===== src/rtl/bsg_parallel_in_serial_out_passthrough_rr_if.sv =====
// Link bundle for the round-robin passthrough PISO.
// The wide side carries per-channel flits; the serial side carries one beat at a time.
interface bsg_parallel_in_serial_out_passthrough_rr_if #(
  parameter int unsigned width_p = 2,
  parameter int unsigned els_p   = 4,
  parameter int unsigned chans_p = 2
);
  localparam int unsigned lg_els_lp   = (els_p > 1) ? $clog2(els_p) : 1;
  localparam int unsigned id_width_lp = (chans_p > 1) ? $clog2(chans_p) : 1;

  logic [chans_p*els_p*width_p-1:0] wide_data;
  logic [chans_p*lg_els_lp-1:0]     wide_len;
  logic [chans_p-1:0]               wide_v;
  logic [chans_p-1:0]               wide_yumi;
  logic [width_p-1:0]               ser_data;
  logic [id_width_lp-1:0]           ser_id;
  logic                             ser_last;
  logic                             ser_v;
  logic                             ser_ready_and;

  // slave: the converter itself; master: producers plus the downstream consumer
  modport slave (
    input  wide_data, wide_len, wide_v, ser_ready_and,
    output wide_yumi, ser_data, ser_id, ser_last, ser_v
  );

  modport master (
    output wide_data, wide_len, wide_v, ser_ready_and,
    input  wide_yumi, ser_data, ser_id, ser_last, ser_v
  );
endinterface


===== src/rtl/bsg_parallel_in_serial_out_passthrough_rr.sv =====
// Zero-storage multi-channel PISO: round-robin picks a channel per flit, then streams
// its beats LSB-first straight from the producer's held inputs onto the serial link.
module bsg_parallel_in_serial_out_passthrough_rr #(
  parameter int unsigned width_p = 2,
  parameter int unsigned els_p   = 4,
  parameter int unsigned chans_p = 2
) (
  input  logic clk,
  input  logic reset,
  bsg_parallel_in_serial_out_passthrough_rr_if.slave link_io
);
  localparam int unsigned lg_els_lp   = (els_p > 1) ? $clog2(els_p) : 1;
  localparam int unsigned id_width_lp = (chans_p > 1) ? $clog2(chans_p) : 1;
  localparam logic [id_width_lp-1:0] LastId = id_width_lp'(chans_p - 1);

  typedef enum logic [0:0] {StIdle, StBusy} state_e;

  state_e                 state_q;
  logic [lg_els_lp-1:0]   cnt_q;
  logic [id_width_lp-1:0] rr_q;
  logic [id_width_lp-1:0] lock_q;

  logic                   busy;
  logic                   any_v;
  logic [id_width_lp-1:0] grant;
  logic [id_width_lp-1:0] sel_id;
  logic [id_width_lp-1:0] next_id;
  logic [lg_els_lp-1:0]   sel_beat;
  logic [lg_els_lp-1:0]   sel_len;
  logic                   sel_v;
  logic                   last;
  logic                   hs;

  // First requester at or after rr_q, wrapping around.
  always_comb begin
    grant = '0;
    any_v = 1'b0;
    for (int i = 0; i < int'(chans_p); i++) begin
      if (!any_v && link_io.wide_v[(int'(rr_q) + i) % int'(chans_p)]) begin
        any_v = 1'b1;
        grant = id_width_lp'((int'(rr_q) + i) % int'(chans_p));
      end
    end
  end

  assign busy     = (state_q == StBusy);
  assign sel_id   = busy ? lock_q : grant;
  assign sel_beat = busy ? cnt_q : '0;
  assign sel_len  = link_io.wide_len[int'(sel_id)*lg_els_lp +: lg_els_lp];
  assign sel_v    = busy ? link_io.wide_v[sel_id] : any_v;
  assign last     = (sel_beat == sel_len);
  assign next_id  = (sel_id == LastId) ? '0 : sel_id + id_width_lp'(1);

  // Reset gates v_o combinationally so an aborted flit stops on the spot.
  assign link_io.ser_v    = reset & sel_v;
  assign link_io.ser_data =
    link_io.wide_data[(int'(sel_id)*els_p + int'(sel_beat))*width_p +: width_p];
  assign link_io.ser_id   = sel_id;
  assign link_io.ser_last = last;
  assign hs               = link_io.ser_v & link_io.ser_ready_and;

  always_comb begin
    link_io.wide_yumi = '0;
    if (hs && last) link_io.wide_yumi[sel_id] = 1'b1;
  end

  always_ff @(posedge clk or negedge reset) begin
    if (!reset) begin
      state_q <= StIdle;
      cnt_q   <= '0;
      rr_q    <= '0;
      lock_q  <= '0;
    end else if (hs) begin
      case (state_q)
        StIdle: begin
          if (last) begin
            rr_q <= next_id;
          end else begin
            lock_q  <= grant;
            cnt_q   <= lg_els_lp'(1);
            state_q <= StBusy;
          end
        end
        StBusy: begin
          if (last) begin
            cnt_q   <= '0;
            rr_q    <= next_id;
            state_q <= StIdle;
          end else begin
            cnt_q <= cnt_q + lg_els_lp'(1);
          end
        end
        default: state_q <= StIdle;
      endcase
    end
  end
endmodule

===== src/flat_wrapper.sv =====
// flat-port wrapper written by rule: the top's interface ports become plain ports
module bsg_parallel_in_serial_out_passthrough_rr_flat 
#(
  parameter int unsigned width_p = 2,
  parameter int unsigned els_p   = 4,
  parameter int unsigned chans_p = 2
)
  (clk, reset, link_io_wide_data, link_io_wide_len, link_io_wide_v, link_io_ser_ready_and, link_io_wide_yumi, link_io_ser_data, link_io_ser_id, link_io_ser_last, link_io_ser_v);
  bsg_parallel_in_serial_out_passthrough_rr_if #(.width_p(width_p), .els_p(els_p), .chans_p(chans_p)) link_io_i ();
  input  logic clk;
  input  logic reset;
  input wire logic [$bits(link_io_i.wide_data)-1:0] link_io_wide_data;
  input wire logic [$bits(link_io_i.wide_len)-1:0] link_io_wide_len;
  input wire logic [$bits(link_io_i.wide_v)-1:0] link_io_wide_v;
  input wire logic [$bits(link_io_i.ser_ready_and)-1:0] link_io_ser_ready_and;
  output wire logic [$bits(link_io_i.wide_yumi)-1:0] link_io_wide_yumi;
  output wire logic [$bits(link_io_i.ser_data)-1:0] link_io_ser_data;
  output wire logic [$bits(link_io_i.ser_id)-1:0] link_io_ser_id;
  output wire logic [$bits(link_io_i.ser_last)-1:0] link_io_ser_last;
  output wire logic [$bits(link_io_i.ser_v)-1:0] link_io_ser_v;
  assign link_io_i.wide_data = link_io_wide_data;
  assign link_io_i.wide_len = link_io_wide_len;
  assign link_io_i.wide_v = link_io_wide_v;
  assign link_io_i.ser_ready_and = link_io_ser_ready_and;
  assign link_io_wide_yumi = link_io_i.wide_yumi;
  assign link_io_ser_data = link_io_i.ser_data;
  assign link_io_ser_id = link_io_i.ser_id;
  assign link_io_ser_last = link_io_i.ser_last;
  assign link_io_ser_v = link_io_i.ser_v;
  bsg_parallel_in_serial_out_passthrough_rr #(.width_p(width_p), .els_p(els_p), .chans_p(chans_p)) u_core (.clk(clk), .reset(reset), .link_io(link_io_i));
endmodule

===== config.mk =====
export PLATFORM = sky130hd
export DESIGN_NAME = bsg_parallel_in_serial_out_passthrough_rr_flat
export DESIGN_NICKNAME = d
export VERILOG_FILES = /design/src/rtl/bsg_parallel_in_serial_out_passthrough_rr_if.sv /design/src/rtl/bsg_parallel_in_serial_out_passthrough_rr.sv /design/src/flat_wrapper.sv
export SDC_FILE = /design/constraint.sdc
export NUM_CORES = 1
export LEC_CHECK = 0
export CAP_MARGIN = 20
export CORE_MARGIN = 4
export CORE_UTILIZATION = 35
export DETAILED_ROUTE_END_ITERATION = 10
export GPL_ROUTABILITY_DRIVEN = 1
export HOLD_SLACK_MARGIN = 0.15
export PLACE_DENSITY = 0.75
export SLEW_MARGIN = 5
export SYNTH_ARGS = -nofsm -noshare
export SYNTH_HDL_FRONTEND = slang
export SYNTH_SLANG_ARGS = --single-unit

===== constraint.sdc =====
create_clock -name clk -period 1.6 [get_ports clk]
set_input_delay 0.16 -clock clk [delete_from_list [all_inputs] [get_ports clk]]
set_output_delay 0.16 -clock clk [all_outputs]
set_load 0.01 [all_outputs]

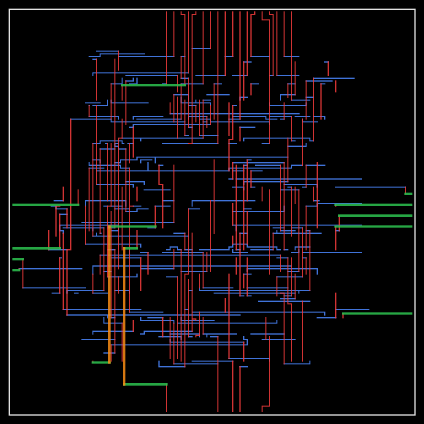
run_1/wires.png
Drawn at 8 px/um.
[green] metal 3 | wire length: 75.2 um
[blue] metal 1 | wire length: 867 um
[red] metal 2 | wire length: 946 um
[orange] metal 4 | wire length: 34.0 um

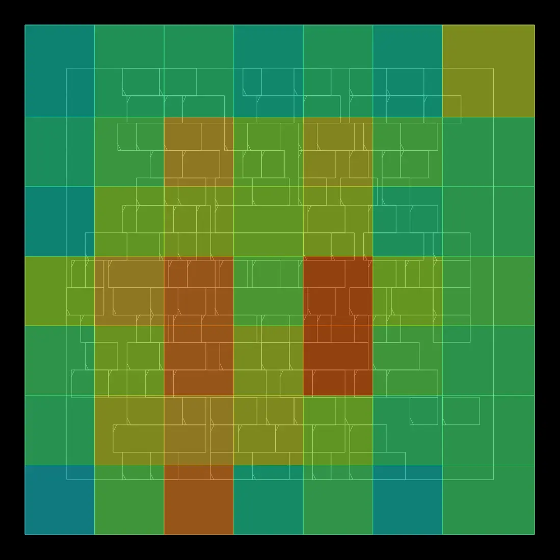
run_1/congestion.png
met2 track demand over resource: 25.0%
busiest layer in global routing: met2

==> notes.md, run 1 <==
The full implementation flow was run.

The clock net sink count stands at 5. Max-slew check failures listed in the final report amount to 0. The worst setup path is launched from a flop. The post-CTS setup buffer count stands at 3. The region available for standard cell placement spans 1730 um2. The area growth from synthesis to layout is 81.4%.

The number of antenna violations at the first check in global routing is 0. The internal power of the cells totals 1.05 mW. The final wirelength stands at 1920 um. The number of ordinary and repair buffers in the finished layout stands at 51. The last timing report of the flow puts the setup violation total at 12. The checks that failed: negative setup slack. The top cell type in the final layout, fill and taps aside, is sky130_fd_sc_hd__clkdlybuf4s50_1. The unique cell type count in the Yosys netlist stands at 35.

Per the final layout report, the fraction of cells sized above drive strength 1 comes to 40.2%. On met1, the global router reports a usage of 21.6%. The fraction of power consumed by combinational cells stands at 78.7%. TritonCTS built the clock tree. On the worst path, the slowest cell contributes a delay of 0.42 ns. Among all stages on the critical path, the largest delay is contributed by sky130_fd_sc_hd__dfrtp_1. In the synthesized netlist the dominant register cell turns out to be sky130_fd_sc_hd__dfrtp_1. The routed design uses 75 um of met3 wire. Across the placement rows, the number of tap cells is 25.

In this run the worst hold path is classified as input pin to asynchronous set/reset pin. The number of design-rule violations left by the first detailed-router iteration stands at 6. The data required time reported for the critical path is 1.73 ns. The insertion delay at the late pin of the worst-skew pair stands at 0.24 ns. The worst setup margin stands at -0.341 ns. The flow ran to the end, but the final reports show violations. The synthesized design spends more area on one cell type than any other, namely sky130_fd_sc_hd__dfrtp_1.

After layout, the design draws a total of 1.85 mW. After layout, the clock buffer instance count stands at 4. The number of nets still failing antenna checks after routing stands at 0.

Grouping stages by cell kind, the critical path spends the most delay in buffers and inverters. The number of detailed-routing iterations run before antenna repair stands at 4. After synthesis, the share of flip-flops with an asynchronous set or reset is 100%. The power attributed to sequential cells stands at 0.248 mW. The post-route core utilization stands at 66.5%. The worst-case max-slew headroom was logged as 78.4%. Counting every net in the synthesized netlist gives 95. Traced cell by cell, the critical path runs through buf_4, buf_4, or3b_4, o211a_1, nand2_2, buf_4, nor3_4, mux2_4. The number of CTS-inserted buffers stands at 3.

In this run the power spent charging and discharging nets is 0.803 mW. The post-synth design cell area stands at 633 um2. Entering global routing, the biggest net connects 14 pins.
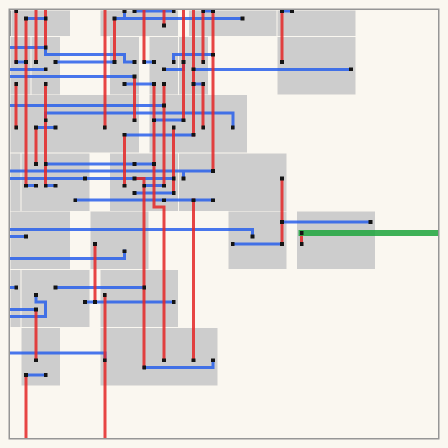
run_1/detail.png
Window x 28 to 48, y 3 to 23 um. Cells in gray, sequential cells in the stronger gray; small squares are vias.
[blue] metal 1
[green] metal 3
[red] metal 2
sequential cells in the window: 0
most frequent: nand2_1 (5), clkdlybuf4s50_1 (3)
cells with their middle in the window: 19

==> run 2, diff against run 1 <==
CORE_UTILIZATION = 30   (was 35)
CTS_BUF_LIST = sky130_fd_sc_hd__clkbuf_8   (was unset)
PLACE_DENSITY = 0.66   (was 0.75)
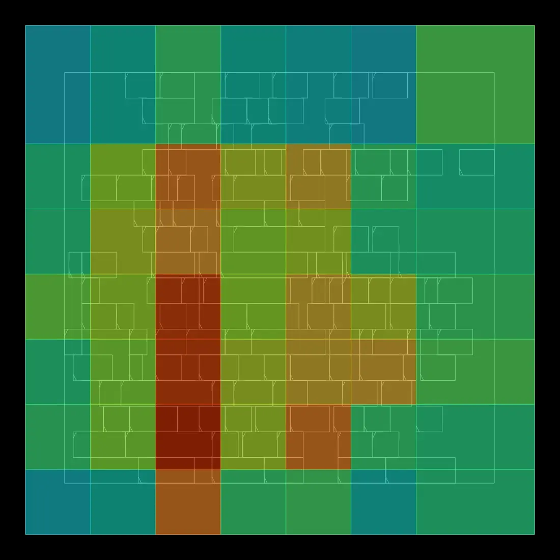
run_2/congestion.png
post-DR wirelength/cell: 13.5 um
final core area utilization: 61.8%
met2 track demand over resource: 26.6%
Total Routing Usage GR: 16.3%

==> notes.md, run 2 <==
The full implementation flow was run.

The number of antenna violations at the first check in global routing stands at 0 (unchanged). The clock net sink count stands at 5 (unchanged). Walking the worst path, the cells encountered are nand2b_4, buf_6, o21a_4, o211ai_2, buf_4, buf_6, o211ai_2, mux2_4.

The required time at the endpoint of the critical path is 1.70 ns (-0.03 ns). The largest net degree at the start of global routing is 14 (unchanged). Global routing put the most usage on met2. The number of nets still failing antenna checks after routing stands at 0 (unchanged). The final reports fail on negative setup slack.

The run finished, with violations left. The insertion delay at the late pin of the worst-skew pair is 0.22 ns (-0.02 ns). The share of final-layout standard cells stronger than drive strength 1 is 46.0% (+5.8 points). TritonCTS built the clock tree. The worst setup margin stands at -0.303 ns (+0.0376 ns).

The power consumption stands at 2.10 mW (+14%). The worst setup path is launched from a flop. The worst slew slack as a fraction of its limit is 77.4% (-1.0 points). On the critical path, the stage with the largest delay is an instance of sky130_fd_sc_hd__dfrtp_2. The post-CTS setup buffer count is 3 (unchanged). The total of endpoints with negative setup slack in the final report stands at 11 (-1). The fraction of power consumed by combinational cells stands at 77.3% (-1.4 points). The net count entering floorplan is 95 (unchanged).

The post-synth design cell area is 633 um2 (unchanged). Looking at area per cell type in the netlist, the leader is sky130_fd_sc_hd__dfrtp_1. The layout clock buffer count stands at 3 (-1).
Power and IR drop assume default switching activity.
